## src/rtl/i2c_seq_ctrl.sv

```systemverilog
// i2c_seq_ctrl: replaces a CPU on the i2c_master_regs register bus and
// runs one complete I2C register write or register read per request.
module i2c_seq_ctrl #(
    parameter int AWIDTH = 3,
    parameter int DWIDTH = 8,
    parameter logic [7:0] PRESCALE = 8'd49,
    parameter int TO_CYCLES = 4095,
    parameter logic [AWIDTH-1:0] PRER_A = 3'h0,
    parameter logic [AWIDTH-1:0] CTR_A = 3'h1,
    parameter logic [AWIDTH-1:0] TXR_A = 3'h2,
    parameter logic [AWIDTH-1:0] RXR_A = 3'h2,
    parameter logic [AWIDTH-1:0] CR_A = 3'h3,
    parameter logic [AWIDTH-1:0] SR_A = 3'h3
) (
    input  logic              Clk,
    input  logic              Rst_n,
    input  logic              Req,
    input  logic              Rnw,
    input  logic [6:0]        Slv_addr,
    input  logic [7:0]        Reg_addr,
    input  logic [7:0]        Wdata,
    output logic              Busy,
    output logic              Done,
    output logic [7:0]        Rdata,
    output logic [1:0]        Err,
    output logic [AWIDTH-1:0] Addr,
    output logic [DWIDTH-1:0] Dout,
    input  logic [DWIDTH-1:0] Din,
    output logic              Wr
);

    typedef enum logic [3:0] {
        S_IDLE,
        S_CFG_PRE,
        S_CFG_CTR,
        S_TXR,
        S_CR,
        S_POLL_A,
        S_POLL_C,
        S_RD_A,
        S_RD_C,
        S_STOP,
        S_IACK,
        S_DONE
    } state_t;

    localparam logic [11:0] TO_LAST = 12'(TO_CYCLES - 1);

    state_t            state_q;
    state_t            state_d;
    logic              cfg_done;
    logic              rnw_q;
    logic [6:0]        slv_q;
    logic [7:0]        reg_q;
    logic [7:0]        wdata_q;
    logic [1:0]        phase;
    logic [11:0]       poll_cnt;
    logic              stopping;
    logic [1:0]        err_q;
    logic [7:0]        rdata_q;
    logic [7:0]        txr_val;
    logic [7:0]        cr_val;
    logic [AWIDTH-1:0] bus_addr;
    logic [7:0]        bus_data;
    logic              bus_wr;
    logic              tip;
    logic              al;
    logic              rxack;
    logic              last_byte;
    logic              to_hit;

    assign tip       = Din[1];
    assign al        = Din[5];
    assign rxack     = Din[7];
    assign to_hit    = (poll_cnt == TO_LAST);
    assign last_byte = (phase == 2'd3) || (!rnw_q && phase == 2'd2);

    // Phase 2 is the data byte for writes and the repeated start for reads
    always_comb begin
        txr_val = 8'h00;
        cr_val  = 8'h00;
        unique case (phase)
            2'd0: begin
                txr_val = {slv_q, 1'b0};
                cr_val  = 8'h90;
            end
            2'd1: begin
                txr_val = reg_q;
                cr_val  = 8'h10;
            end
            2'd2: begin
                txr_val = rnw_q ? {slv_q, 1'b1} : wdata_q;
                cr_val  = rnw_q ? 8'h90 : 8'h50;
            end
            2'd3: begin
                txr_val = 8'h00;
                cr_val  = 8'h68;
            end
        endcase
    end

    always_ff @(posedge Clk or negedge Rst_n) begin
        if (!Rst_n) begin
            state_q <= S_IDLE;
        end else begin
            state_q <= state_d;
        end
    end

    always_comb begin
        state_d  = state_q;
        bus_addr = '0;
        bus_data = 8'h00;
        bus_wr   = 1'b0;
        unique case (state_q)
            S_IDLE: begin
                if (Req) state_d = cfg_done ? S_TXR : S_CFG_PRE;
            end
            S_CFG_PRE: begin
                bus_addr = PRER_A;
                bus_data = PRESCALE;
                bus_wr   = 1'b1;
                state_d  = S_CFG_CTR;
            end
            S_CFG_CTR: begin
                bus_addr = CTR_A;
                bus_data = 8'h80;
                bus_wr   = 1'b1;
                state_d  = S_TXR;
            end
            S_TXR: begin
                bus_addr = TXR_A;
                bus_data = txr_val;
                bus_wr   = 1'b1;
                state_d  = S_CR;
            end
            S_CR: begin
                bus_addr = CR_A;
                bus_data = cr_val;
                bus_wr   = 1'b1;
                state_d  = S_POLL_A;
            end
            S_POLL_A: begin
                bus_addr = SR_A;
                state_d  = S_POLL_C;
            end
            S_POLL_C: begin
                bus_addr = SR_A;
                if (tip) begin
                    if (!to_hit) state_d = S_POLL_A;
                    else state_d = stopping ? S_DONE : S_STOP;
                end else if (stopping) begin
                    state_d = S_DONE;
                end else if (al) begin
                    state_d = S_IACK;
                end else if (rxack && phase != 2'd3) begin
                    state_d = S_STOP;
                end else if (last_byte) begin
                    state_d = rnw_q ? S_RD_A : S_DONE;
                end else if (rnw_q && phase == 2'd2) begin
                    state_d = S_CR;
                end else begin
                    state_d = S_TXR;
                end
            end
            S_RD_A: begin
                bus_addr = RXR_A;
                state_d  = S_RD_C;
            end
            S_RD_C: begin
                bus_addr = RXR_A;
                state_d  = S_DONE;
            end
            S_STOP: begin
                bus_addr = CR_A;
                bus_data = 8'h40;
                bus_wr   = 1'b1;
                state_d  = S_POLL_A;
            end
            S_IACK: begin
                bus_addr = CR_A;
                bus_data = 8'h01;
                bus_wr   = 1'b1;
                state_d  = S_DONE;
            end
            S_DONE: begin
                state_d = S_IDLE;
            end
            default: begin
                state_d = S_IDLE;
            end
        endcase
    end

    // Once stopping is set, the outcome of the stop wait never alters Err
    always_ff @(posedge Clk or negedge Rst_n) begin
        if (!Rst_n) begin
            cfg_done <= 1'b0;
            rnw_q    <= 1'b0;
            slv_q    <= 7'h00;
            reg_q    <= 8'h00;
            wdata_q  <= 8'h00;
            phase    <= 2'd0;
            poll_cnt <= 12'd0;
            stopping <= 1'b0;
            err_q    <= 2'b00;
            rdata_q  <= 8'h00;
        end else begin
            unique case (state_q)
                S_IDLE: begin
                    if (Req) begin
                        rnw_q    <= Rnw;
                        slv_q    <= Slv_addr;
                        reg_q    <= Reg_addr;
                        wdata_q  <= Wdata;
                        phase    <= 2'd0;
                        stopping <= 1'b0;
                        err_q    <= 2'b00;
                    end
                end
                S_CFG_CTR: cfg_done <= 1'b1;
                S_CR:      poll_cnt <= 12'd0;
                S_STOP: begin
                    poll_cnt <= 12'd0;
                    stopping <= 1'b1;
                end
                S_POLL_C: begin
                    if (tip) begin
                        if (!to_hit) poll_cnt <= poll_cnt + 12'd1;
                        else if (!stopping) err_q <= 2'b11;
                    end else if (!stopping) begin
                        if (al) err_q <= 2'b10;
                        else if (rxack && phase != 2'd3) err_q <= 2'b01;
                        else if (!last_byte) phase <= phase + 2'd1;
                    end
                end
                S_RD_C:  rdata_q <= Din[7:0];
                default: ;
            endcase
        end
    end

    assign Addr  = bus_addr;
    assign Dout  = DWIDTH'(bus_data);
    assign Wr    = bus_wr;
    assign Busy  = (state_q != S_IDLE) && (state_q != S_DONE);
    assign Done  = (state_q == S_DONE);
    assign Err   = err_q;
    assign Rdata = rdata_q;

endmodule

```

## config.mk

```make
export PLATFORM = sky130hd
export DESIGN_NAME = i2c_seq_ctrl
export DESIGN_NICKNAME = d
export VERILOG_FILES = /design/src/rtl/i2c_seq_ctrl.sv
export SDC_FILE = /design/constraint.sdc
export NUM_CORES = 1
export LEC_CHECK = 0
export CAP_MARGIN = 25
export CORE_ASPECT_RATIO = 2
export CORE_MARGIN = 2
export CORE_UTILIZATION = 50
export CTS_CLUSTER_DIAMETER = 50
export CTS_CLUSTER_SIZE = 28
export DETAILED_ROUTE_END_ITERATION = 8
export GPL_ROUTABILITY_DRIVEN = 0
export PLACE_DENSITY = 0.78
export SLEW_MARGIN = 20
export SYNTH_ARGS = -nofsm -noshare
export SYNTH_HDL_FRONTEND = slang
export SYNTH_SLANG_ARGS = --single-unit
```

## constraint.sdc

```tcl
create_clock -name Clk -period 3.4 [get_ports Clk]
set_clock_uncertainty 0.2 [all_clocks]
set_input_delay 0.68 -clock Clk [delete_from_list [all_inputs] [get_ports Clk]]
set_output_delay 0.68 -clock Clk [all_outputs]
set_load 0.02 [all_outputs]
```

==> run_1/layer_met1.png <==
Cells faint in the background.
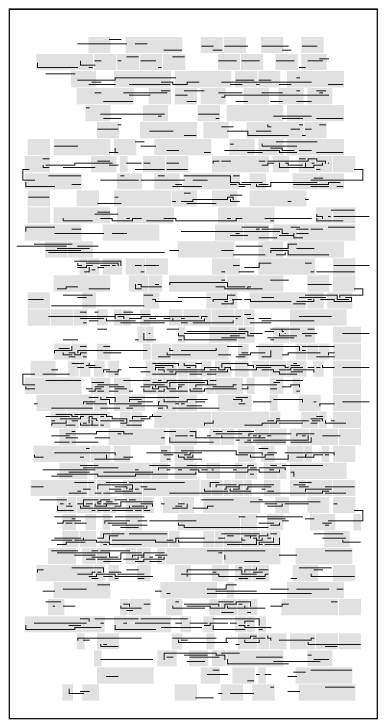
337 nets have wire on it. The longest straight run is 24.4 microns. The layer holds 35% of the routed length.

==> run_1/layer_met2.png <==
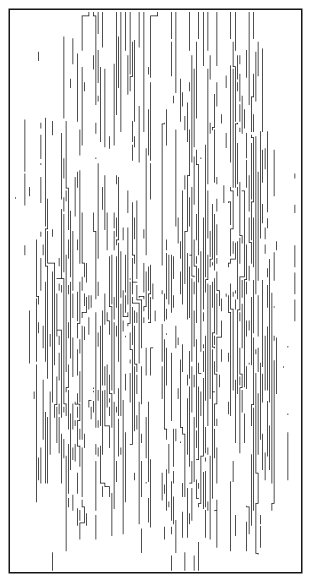
The layer carries 4320 microns of wire. The layer holds 57% of the routed length.

==> run_1/layer_met4.png <==
Cells faint in the background.
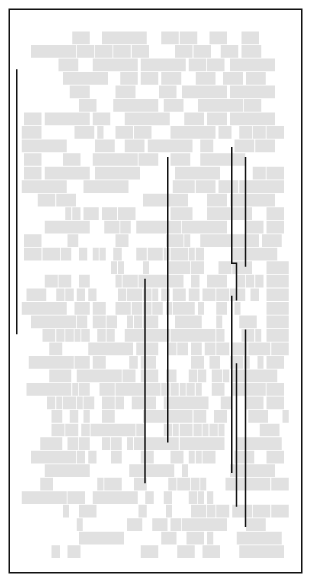
The layer carries 308 microns of wire. The layer holds 4.1% of the routed length. 8 nets have wire on it.

==> reports/summary.txt, run 1 <==
fin. max-slew vios - 0
Post-CTS Setup Inserts - 0
P&R area growth vs syn - 26.8%
Inverters excl. clock - 11
CTS tree - yes
GRT Overall Usage - 24.6%
max-cap violations - 0
area taken by flip-flops and latches - 1350 sq um
Worst Path Arrival - 2430 ps
stage-log warning count - 31
Insertion Delay late pin - 290 ps
worst-path fanout max - 8
hold crit path type - flip-flop to flip-flop
P_sw - 1.22 mW
drt first pass iters - 4
Tmin final - 3310 ps
Final ANT Viol Nets - 0
CTS Buf Count - 5
Clock Power Share - 15.7%
Post-synth top cells - dfrtp_1, mux2_2, nand2_1, o21ai_0, a21oi_1
FF-to-FF path depth - 7
Filler cells - 472
PD cells - 837 nW/um^2
Top Layout Cells - dfrtp_1, clkdlybuf4s50_1, mux2_2
Max clock buf depth - 2
ClkCell Share - 3.79%
Fmax - 302 MHz
cycle use final - 97.4%
post-synth net total - 330
Dominant flop cell - dfrtp_1
Comb area share - 40.0%
grt ovf - 0
CTS clk-pin slew, worst paths - 70 ps
FF-to-FF End - poll_cnt[5]$_DFFE_PN0P_
die width - 58.5 microns
post-DR wirelength/cell - 18.5 microns
clock buffers - 6
post-route setup TNS - 0 ps
YS chip area - 2970 sq um
Setup crit end kind - output pin
Required @ worst endpoint - 2520 ps
first-pass GRT wire length - 12400 microns
flip-flops - 54
top cells by area - dfrtp_1, mux2_2, o21ai_0, ha_1, a21oi_1
dominant kind of cell - logic gates
ys flops - 54
via count - 2459
Hold Buf Count CTS - 0
area leader, netlist - dfrtp_1
min-delay src - cfg_done$_DFFE_PN0P_
core area - 5710 sq um
Leakage - 1.63 nW
Vias/cell - 6.04
Setup Viol. Count Final - 0
distinct lib cells - 51
count of final hold-check violations - 0
Ports - 59
sw frac - 38.8%
CP endpoint - Dout[0]
clock sink count - 54
sequential share of power - 34.4%
FF-to-FF setup slack - 850 ps
average size of a mapped cell - 10.3 sq um
antenna violations before repair - 0
tap cells - 61
post-synthesis sequential area ratio - 45.5%
Worst-Margin Slew - 761 ps
largest net degree at the start of global routing - 55
status - complete, no violations
Comb gates - 207
## run 1: critical path, cell delays in order (launching register included)
cell             delay [ps]
dfrtp_1                 410
inv_1                   110
ha_1                    240
or4_4                   540
o22ai_1                 220
clkdlybuf4s50_1         630
## run 1: metal layers
metal  wire (microns)  part of all wire [%]  up-vias  GRT usage [%]
met2             4320                    57       62           45.2
met5                0                     0        -              0
met1             2650                    35     1197           25.6
met4              307                   4.1        0           13.3
li1                 -                     -     1182              -
met3              273                   3.6       18           3.20
## run 1: power groups by stage
stage,registers (mW),logic [mW],clock network (mW)
5_1_grt,1.12,1.71,0.532
3_3_place_gp,1.08,1.55,0
6_report,1.08,1.57,0.497
4_1_cts,1.08,1.59,0.514
2_1_floorplan,1.11,0.964,0
3_5_place_dp,1.09,1.58,0
## run 1: metrics by stage
stage	setup WS (ps)	cell area, sq um	hold WS (ps)	cells	util (%)
floorplan	677	2970	184	288	-
global placement	281	3600	254	399	63.1
detailed placement	227	3600	260	399	63.1
CTS	3.49	3750	276	407	65.6
global route	8.18	3770	293	407	66.0
finish	87.0	3770	271	407	66.0
## run 1: logic make-up (layout without fill, tap and decap cells)
family | after synthesis | after routing | synth area share, %
flops | 54 | 54 | 45.5
simple gates | 82 | 82 | 15.8
xor+xnor | 2 | 2 | 0.590
buf+inv | 27 | 85 | 4.08
compound gates | 78 | 78 | 17.2
fa+ha+maj | 7 | 7 | 2.95
other cells | 1 | 1 | 0.126
mux | 37 | 37 | 13.8
## run 1: registers in the layout, summed over array words and instances, names as in the netlist
register  count
Err           2
Rdata         8
cfg_done      1
phase         2
poll_cnt     12
reg_q         8
rnw_q         1
slv_q         7
state_q       4
stopping      1
wdata_q       8
## run 1: timing repair
action,4_1_cts,5_1_grt
cloned,0,0
gates resized,1,8
endpoints found under the setup margin,3,7
==> run 2, diff against run 1 <==
CAP_MARGIN = default   (was 25)
clock period = 3.7 ns   (was 3.4 ns; I/O delays follow)
==> run_2/cell_density.png <==
Scale bar: 20 microns. The die is cut into 6 by 11 equal tiles; dark blue is low, red is high, 0 to 100% covered.
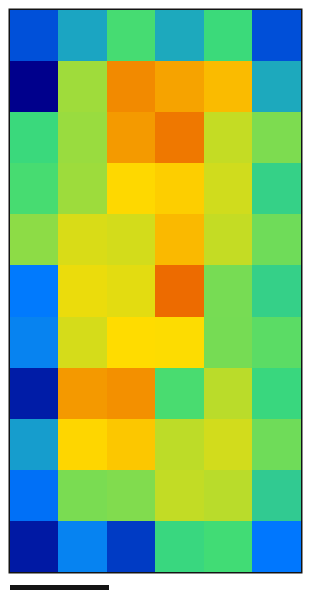
The mean over all tiles is 56%. 21% of the tiles are over 75% full. 1.5% of the tiles are nearly empty.

==> reports/summary.txt, run 2 <==
critical path's largest stage delay - 630 ps
Clock Power Share - 16.6%
Post-CTS Setup Inserts - 0
area leader, netlist - dfrtp_1
status - complete, no violations
Dominant flop cell - dfrtp_1
P_sw - 1.14 mW
antenna violations before repair - 0
Hold Buf Count CTS - 0
post-synthesis sequential area ratio - 45.5%
fin. max-slew vios - 0
Largest delay share family, worst path - buffers and inverters
Required @ worst endpoint - 2760 ps
largest net degree at the start of global routing - 32
crit-path cells - inv_1 -> ha_1 -> or4_1 -> o22ai_1 -> a211o_1 -> clkdlybuf4s50_1
Setup Viol. Count Final - 0
Worst-Margin Slew - 787 ps
Fmax - 281 MHz
Vias/cell - 6.14
CTS tree - yes
max reg flops - 12
placed cells - 398
Insertion Delay late pin - 300 ps
drt first pass iters - 4
Ports - 59
sw frac - 38.8%
PD cells - 783 nW/um^2
Setup crit end kind - output pin
cycle use final - 96.2%
P&R area growth vs syn - 26.3%
Core Util, Final - 65.7%
stage-log warning count - 31
count of final hold-check violations - 0
sequential share of power - 34.5%
final instance area - 3750 sq um
Comb gates - 207
WHS - 275 ps
Top Layout Cells - clkdlybuf4s50_1, dfrtp_1, mux2_2
ys flops - 54
Max clock buf depth - 2
Tmin final - 3560 ps
via count - 2493
worst-path fanout max - 8
clock buffers - 6
die width - 58.5 microns
core area - 5710 sq um
Comb area share - 40.0%
max-cap violations - 0
average size of a mapped cell - 10.3 sq um
slowest CP cell - or4_1
Filler cells - 472
ClkCell Share - 4.17%
Worst Path Arrival - 2620 ps
clock sink count - 54
GRT Overall Usage - 24.3%
hold crit path type - flip-flop to flip-flop
## run 2: cell types whose count changed in the layout (fill, tap and decap cells not counted), sizes merged
cell	change
dlymetal6s2s	-7
buf	-1
clkdlybuf4s50	+7
## run 2: path summary, 6_finish.rpt
path	cells past startpoint	endpoint	start	slack [ps]
max	6	Dout[6]	phase[0]$_DFFE_PN0P_	140
min	1	cfg_done$_DFFE_PN0P_	cfg_done$_DFFE_PN0P_	270
max reg2reg	7	poll_cnt[0]$_DFFE_PN0P_	poll_cnt[0]$_DFFE_PN0P_	1340
min reg2reg	1	cfg_done$_DFFE_PN0P_	cfg_done$_DFFE_PN0P_	270
max in group asynchronous	2	slv_q[0]$_DFFE_PN0P_	Rst_n	2240
min in group asynchronous	1	poll_cnt[7]$_DFFE_PN0P_	Rst_n	280
## run 2: power by group through the flow
stage | Clock, mW | Sequential, mW | Combinational, mW
3_3_place_gp | 0 | 1.01 | 1.41
4_1_cts | 0.501 | 1.01 | 1.44
5_1_grt | 0.522 | 1.04 | 1.56
3_5_place_dp | 0 | 1.02 | 1.44
2_1_floorplan | 0 | 1.02 | 0.886
6_report | 0.488 | 1.01 | 1.44
## run 2: logic make-up after synthesis
family,synth area share (%)
buf+inv,4.08
simple gates,15.8
xor+xnor,0.590
other cells,0.126
fa+ha+maj,2.95
mux,13.8
compound gates,17.2
flops,45.5
## run 2: what timing repair did
action | 4_1_cts | 5_1_grt
gates resized | 0 | 1
hold endpoints to repair | 0 | 0
setup endpoints to repair | 0 | 6
## run 2: per-layer routing
metal	track usage [%]	share of wire, %	wire length [microns]	vias up
met2	45.5	59	4400	58
met5	0	0	0	-
met1	25.3	35	2610	1231
met4	10.4	3.2	238	0
met3	4.11	3.2	237	16
li1	-	-	-	1188
Power and IR drop assume default switching activity.
